### config.mk
export PLATFORM = sky130hd
export DESIGN_NAME = mul8_fsm_adder
export DESIGN_NICKNAME = d
export VERILOG_FILES = /design/src/rtl/mul8_pkg.sv /design/src/rtl/adder8.sv /design/src/rtl/mul8_fsm_adder.sv
export SDC_FILE = /design/constraint.sdc
export NUM_CORES = 1
export LEC_CHECK = 0
export CAP_MARGIN = 20
export CORE_UTILIZATION = 50
export CTS_BUF_LIST = sky130_fd_sc_hd__clkbuf_4
export DETAILED_ROUTE_END_ITERATION = 8
export GPL_TIMING_DRIVEN = 0
export PLACE_DENSITY_LB_ADDON = 0.1
export RECOVER_POWER = 25
export SKIP_CTS_REPAIR_TIMING = 1
export SYNTH_ARGS = -nofsm -noshare
export SYNTH_HDL_FRONTEND = slang
export SYNTH_HIERARCHICAL = 1
export SYNTH_SLANG_ARGS = --single-unit
### constraint.sdc
create_clock -name clk -period 5.2 [get_ports clk]
set_clock_uncertainty 0.15 [all_clocks]
set_input_delay 1.04 -clock clk [delete_from_list [all_inputs] [get_ports clk]]
set_output_delay 1.04 -clock clk [all_outputs]
set_load 0.1 [all_outputs]
### src/rtl/mul8_pkg.sv
// Shared constants and state encoding for the sequential 8x8 shift-and-add multiplier.
package mul8_pkg;

  localparam int unsigned WIDTH = 8;
  localparam int unsigned ITERS = 8;
  localparam logic [3:0]  LAST_ITER = 4'(ITERS - 1);

  typedef enum logic [1:0] {
    INIT = 2'd0,
    EXEC = 2'd1,
    IDLE = 2'd2,
    HALT = 2'd3
  } state_t;

endpackage

### src/rtl/adder8.sv
// 8-bit unsigned ripple-carry adder built from a chain of full adders.
module adder8 (
  output logic       Cout,
  output logic [7:0] Sum,
  input  logic [7:0] A,
  input  logic [7:0] B,
  input  logic       Cin
);

  logic [8:0] carry;

  assign carry[0] = Cin;

  for (genvar i = 0; i < 8; i++) begin : g_fa
    assign Sum[i]     = A[i] ^ B[i] ^ carry[i];
    assign carry[i+1] = (A[i] & B[i]) | (A[i] & carry[i]) | (B[i] & carry[i]);
  end

  assign Cout = carry[8];

endmodule

### src/rtl/mul8_fsm_adder.sv
// Shift-and-add multiplier core: control FSM, ripple adder and product/multiplier shift registers.
// One INIT cycle followed by eight add-or-shift iterations, then HALT until reset.
module mul8_fsm_adder
  import mul8_pkg::*;
(
  input  logic        clk,
  input  logic        areset,
  input  logic [7:0]  multiplicand,
  input  logic [7:0]  multiplier,
  output logic [15:0] product,
  output logic [1:0]  state,
  output logic        done
);

  state_t      state_q, state_d;
  logic [15:0] prod_q, prod_d;
  logic [7:0]  b_q, b_d;
  logic [3:0]  cnt_q, cnt_d;
  logic        add_cout;
  logic [7:0]  add_sum;

  // b_q[0] is consumed only through the next-state lookahead on b_q[1]
  logic        unused_b_lsb;
  assign unused_b_lsb = b_q[0];

  adder8 u_adder8 (
    .Cout (add_cout),
    .Sum  (add_sum),
    .A    (prod_q[15:8]),
    .B    (multiplicand),
    .Cin  (1'b0)
  );

  always_ff @(posedge clk) begin
    if (areset) begin
      state_q <= INIT;
      prod_q  <= '0;
      b_q     <= '0;
      cnt_q   <= '0;
    end else begin
      state_q <= state_d;
      prod_q  <= prod_d;
      b_q     <= b_d;
      cnt_q   <= cnt_d;
    end
  end

  always_comb begin
    prod_d = prod_q;
    b_d    = b_q;
    cnt_d  = cnt_q;
    unique case (state_q)
      INIT: begin
        prod_d = '0;
        b_d    = multiplier;
        cnt_d  = '0;
      end
      EXEC: begin
        prod_d = {add_cout, add_sum, prod_q[7:1]};
        b_d    = {1'b0, b_q[7:1]};
        cnt_d  = cnt_q + 4'd1;
      end
      IDLE: begin
        prod_d = {1'b0, prod_q[15:1]};
        b_d    = {1'b0, b_q[7:1]};
        cnt_d  = cnt_q + 4'd1;
      end
      HALT: begin
        prod_d = prod_q;
      end
      default: begin
        prod_d = prod_q;
      end
    endcase
  end

  // Next iteration type is decided by the bit that becomes the LSB after this shift
  always_comb begin
    state_d = state_q;
    unique case (state_q)
      INIT: state_d = multiplier[0] ? EXEC : IDLE;
      EXEC, IDLE: begin
        if (cnt_q == LAST_ITER) begin
          state_d = HALT;
        end else begin
          state_d = b_q[1] ? EXEC : IDLE;
        end
      end
      HALT:    state_d = HALT;
      default: state_d = INIT;
    endcase
  end

  assign product = prod_q;
  assign state   = state_q;
  assign done    = (state_q == HALT);

endmodule

==> run_1/cell_classes.png <==
Scale bar: 20 µm.
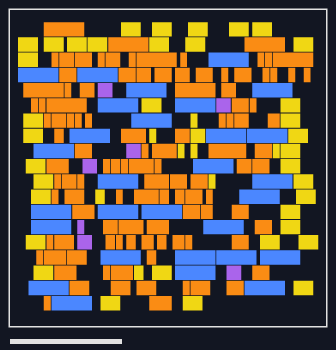
Orange stands for all other logic, cells 109. Blue stands for flip-flops, cells 29. Purple stands for clock drivers and dummy loads, cells 7. Yellow stands for other buffers and delay cells, cells 45.

==> run_1/gate_families.png <==
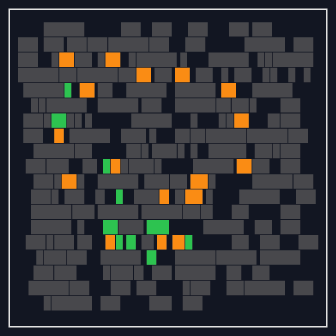
Green stands for NAND gates, cells 10. Orange stands for inverting AOI/OAI gates, cells 17.
fin cells: 221
logic share of the area: 42.2%
Top cell excl fill/tap: clkdlybuf4s50_1

==> run_1/final_placement.png <==
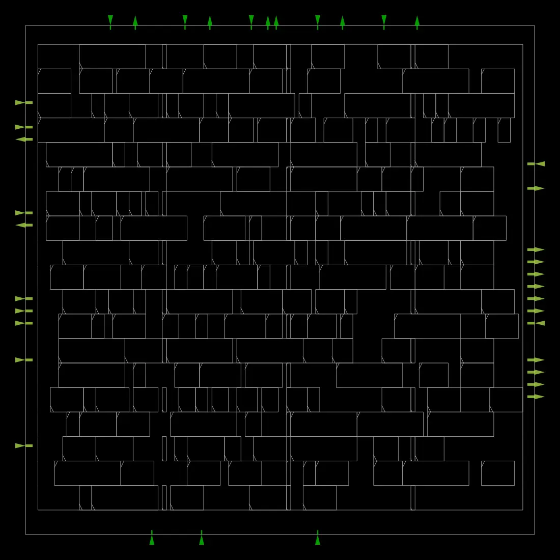
final core utilization: 69.5%
Seq cells: 29

==> results.toml, run 1 <==
# yosys + openroad results
[timing]
finalCriticalPeriod_ns = 4.78
slew_violations = 0
hold-worst-slack_ns = 0.334

[pwr]
p_sw_share_pct = 42.9
pwr-share-clk_pct = 15.5
ir_worst_vdd_uv = 382
internal_power_w = 0.000474
power_density_nw_per_um2 = 429
leakagePower_nw = 0.762
powerComb_w = 0.000412

[worst_setup_path]
end_kind = "flop"
slowest_stage = "clkdlybuf4s50_1"
worstSetupPathType = "input pin to flop"
r2r_start = "product[8]"

[floorplan]
num_io_pins = 37

[logic_synthesis]
yosys_cells = 147
synth_area_um2 = 1490
synthTopCellsByArea = "dfxtp_1 (39%), fa_1 (11%), a22o_1 (8.8%)"
yosys_warnings = 6
top_cell = "dfxtp_1"

[place]
placed_cell_area_um2 = 1880
port_buffers = 36
dp.cells = 214
hpwl_mm = 2.14

[drt]
dr_wl_met2_mm = 1.40
vias_per_cell = 5.55

[run_status]
status = "complete, no violations"

[min_path]
hold_class = "flop to flop"

[finish]
largest_reg_flops = 16
n_clock_buffer = 6
num-nets-final = 222

[global_routing]
gr-usage-met2_pct = 30.8

[run]
warnings = 30
-- run 1: placed cells by master (no fill, tap or decap), drive strengths merged, types with 4 or more instances in the layout --
cell type       n
dfxtp          29
ha              6
mux2            6
clkdlybuf4s50  35
buf             4
fa              8
a22o           15
nor2           18
mux2i           6
inv            13
nand2           5
a21oi           4
clkbuf         11
a22oi           9
-- run 1: logic make-up (layout without fill, tap and decap cells) --
kind of cell | Yosys count | count (layout) | synth area share (%)
other | 1 | 1 | 0.252
adder cells (fa/ha/maj) | 14 | 14 | 15.8
buffers and inverters | 22 | 65 | 5.98
AND-OR/OR-AND | 32 | 32 | 16.8
multiplexers | 12 | 12 | 8.59
AND/OR/NAND/NOR | 37 | 37 | 13.5
flip-flops | 29 | 29 | 39.1
--- run 2 (diff from run 1) ---
Settings changed: CORE_ASPECT_RATIO set to 1.2.
==> run_2/gate_families.png <==
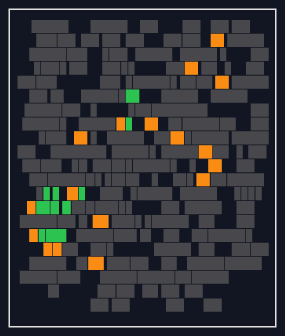
Orange stands for inverting AOI/OAI gates, cells 17. Green stands for NAND gates, cells 10.
logic share of the area: 40.9%
fin cells: 225

==> run_2/final_placement.png <==
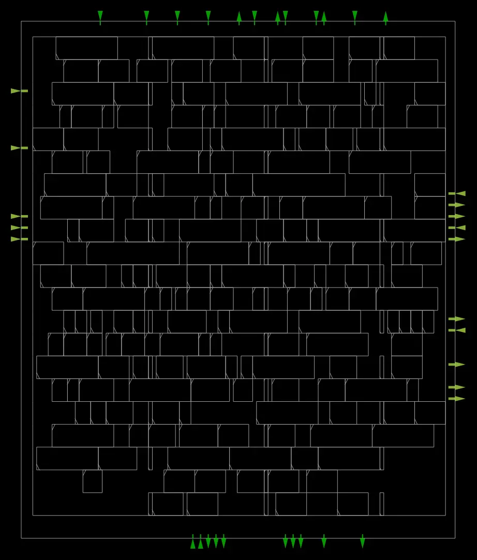
flop share of the area: 29.2%
core box area: 2810 µm²
row count: 21
# Taps: 34
FILL cells: 216

==> run_2/met2.png <==
Cells faint in the background.
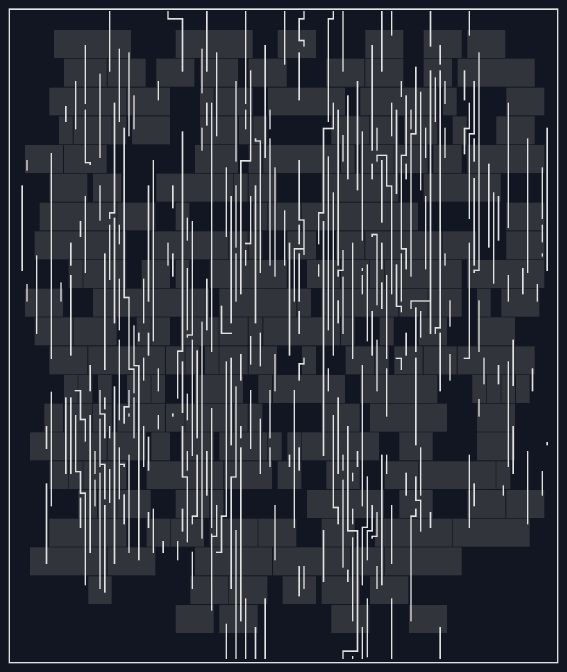
193 nets have wire on it. The wires run mostly vertical. The layer holds 56% of the routed length. The layer carries 1730 µm of wire.

==> run 2 against run 1 <==
Against the previous run: final area grew 3.0%; final cell count grew 1.8%; wire length grew 7.0%; clock power grew 82%; combinational power grew 1%; die area is essentially flat; sequential share of layout area shrank 0.87 points; area after synthesis is the same; total power grew 13%; global-route usage grew 1.2 points; register-to-register slack gained 0.02 ns; sequential cell count is the same; largest cell class unchanged.
==> results.toml, run 2 <==
# yosys + openroad results
[finish]
largest_reg_flops = 16
final_common_cell = "clkdlybuf4s50_1"
utilization_pct = 70.8

[timing]
finalCriticalPeriod_ns = 4.78
slew_violations = 0

[run]
warnings = 30

[logic_synthesis]
synth-xor-area-share_pct = 0
yosys_warnings = 6
ys_sh_adder_pct = 15.8
top_cell = "dfxtp_1"
synth_area_um2 = 1490
yosys.area_share.aoi_pct = 16.8
synthTopCellsByArea = "dfxtp_1 (39%), fa_1 (11%), a22o_1 (8.8%)"
synth.logic.top_family = "AND-OR/OR-AND gates"

[worst_setup_path]
end_kind = "flop"
r2r_start = "product[8]"

[pwr]
p_sw_share_pct = 39.5
power_density_nw_per_um2 = 473
powerComb_w = 0.000417
internal_power_w = 0.000569
ir_worst_vdd_uv = 409

[floorplan]
num_io_pins = 37

[place]
port_buffers = 36
placed_cell_area_um2 = 1890
dp.cells = 217

[drt]
vias_per_cell = 5.52

[run_status]
status = "complete, no violations"
-- run 2: worst max path at each step --
stage	start	end	slack, ns
3_5_place_dp	multiplicand[0]	product[14]	0.08
2_1_floorplan	multiplicand[0]	product[14]	0.66
6_report	multiplicand[0]	product[14]	0.42
5_1_grt	multiplicand[0]	product[14]	0.29
3_3_place_gp	multiplicand[0]	product[14]	0.17
4_1_cts	multiplicand[0]	product[14]	0.41
-- run 2: area by class of cell --
| class | count | area share (%) |
|---|---|---|
| repair buffers | 36 | 18.1 |
| clock buffers | 5 | 1.89 |
| plain buffers | 9 | 2.01 |
| well taps | 34 | 2.14 |
| flip-flops and latches | 29 | 29.2 |
| inverters | 13 | 2.45 |
| multi-input cells | 96 | 40.9 |
| clock inverters | 3 | 3.27 |
--- run 3 (diff from run 2) ---
Settings changed: ABC_AREA set to 1, CORE_UTILIZATION 50 to 52.
==> run_3/met2.png <==
Cells faint in the background.
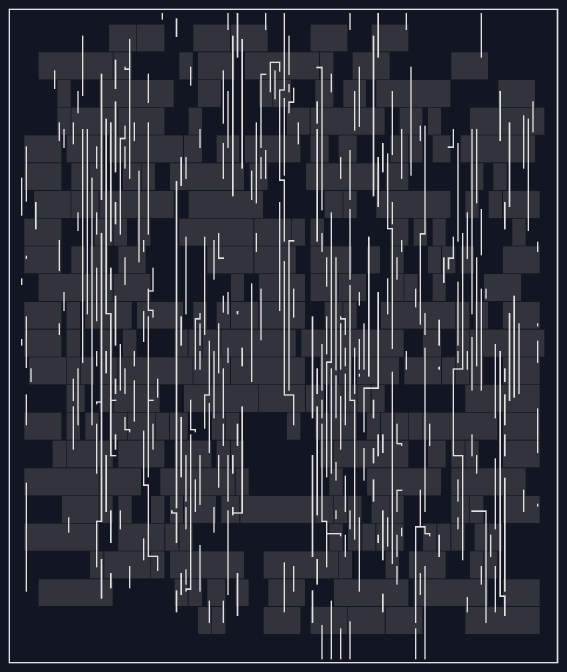
The wires run mostly vertical. The layer carries 1570 µm of wire.
vias: 1392
global routing usage on met2: 35.8%
Routed WL: 3.07 mm

==> run_3/clock_map.png <==
Scale bar: 20 µm.
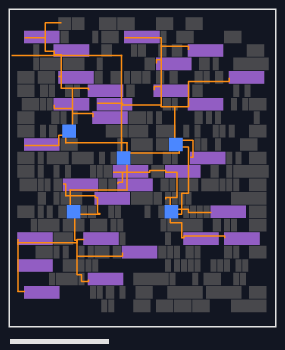
Orange stands for clock wires, length 378 µm. Purple stands for flip-flops, count 29. Blue stands for cells driving clock nets, count 5.
Position of the flops: all over the die.
power share of the clock group: 14.8%
clk ins delay skew pair: 0.32 ns
P_clk: 0.000129 W

==> run_3/cell_classes.png <==
Scale bar: 20 µm.
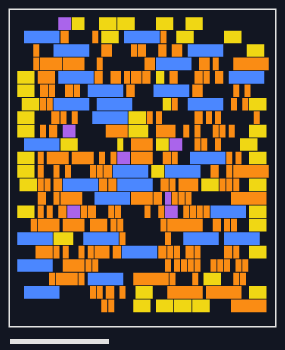
Yellow stands for other buffers and delay cells, cells 43. Blue stands for flip-flops, cells 29. Orange stands for all other logic, cells 171. Purple stands for clock drivers and dummy loads, cells 7.

==> run 3 against run 2 <==
Against the previous run: final area grew 3.8%; count of clock-buffer cells in the layout grew 1; combinational power grew 7.9%; sequential share of layout area shrank 1.1 points; critical path type unchanged.
==> results.toml, run 3 <==
# yosys + openroad results
[finish]
clock_area_share_pct = 2.36
comb_cells = 145
flops = 29
num-nets-final = 282
utilization_pct = 67.6
fill_cells = 273
nNonClkBuffers = 43
inverters = 26

[place]
placed_cell_area_um2 = 2060
port_buffers = 35
hpwl_mm = 2.32

[floorplan]
core-area_um2 = 3060
num_io_pins = 37

[logic_synthesis]
yosys_cells = 208
top_cell = "nand2_1"
synth_area_um2 = 1660
yosys_warnings = 6

[run_status]
status = "complete, no violations"

[drt]
vias_per_cell = 4.87
dr_wl_met2_mm = 1.57

[run]
warnings = 30

[timing]
finalCriticalPeriod_ns = 4.82
slew_violations = 0

[worst_setup_path]
worstSetupPathType = "input pin to flop"
r2r_start = "product[8]"
crit_end = "product[14]"

[min_path]
hold_class = "flop to flop"

[pwr]
internal_power_w = 0.000459
ir_worst_vdd_uv = 427
run 3: cell count changes in the layout (fill, tap and decap cells not counted), moves of 7 or more:
cell     before  now
a22oi_1       9    0
nor2_1       18    9
inv_1        13   21
a22o_1       15    0
nand2_2       0    7
nand2_1       5   71
a21oi_1       4   19
run 3: kinds of logic (layout without fill, tap and decap cells):
| logic type | after synthesis | count (layout) | synth area share [%] |
|---|---|---|---|
| buffers and inverters | 34 | 76 | 9.71 |
| adders and majority gates | 14 | 14 | 14.1 |
| DFF | 29 | 29 | 34.9 |
| other | 1 | 1 | 0.226 |
| and+or+nand+nor | 100 | 100 | 27.7 |
| AOI/OAI and AO/OA | 30 | 30 | 13.3 |
Power and IR drop assume default switching activity.
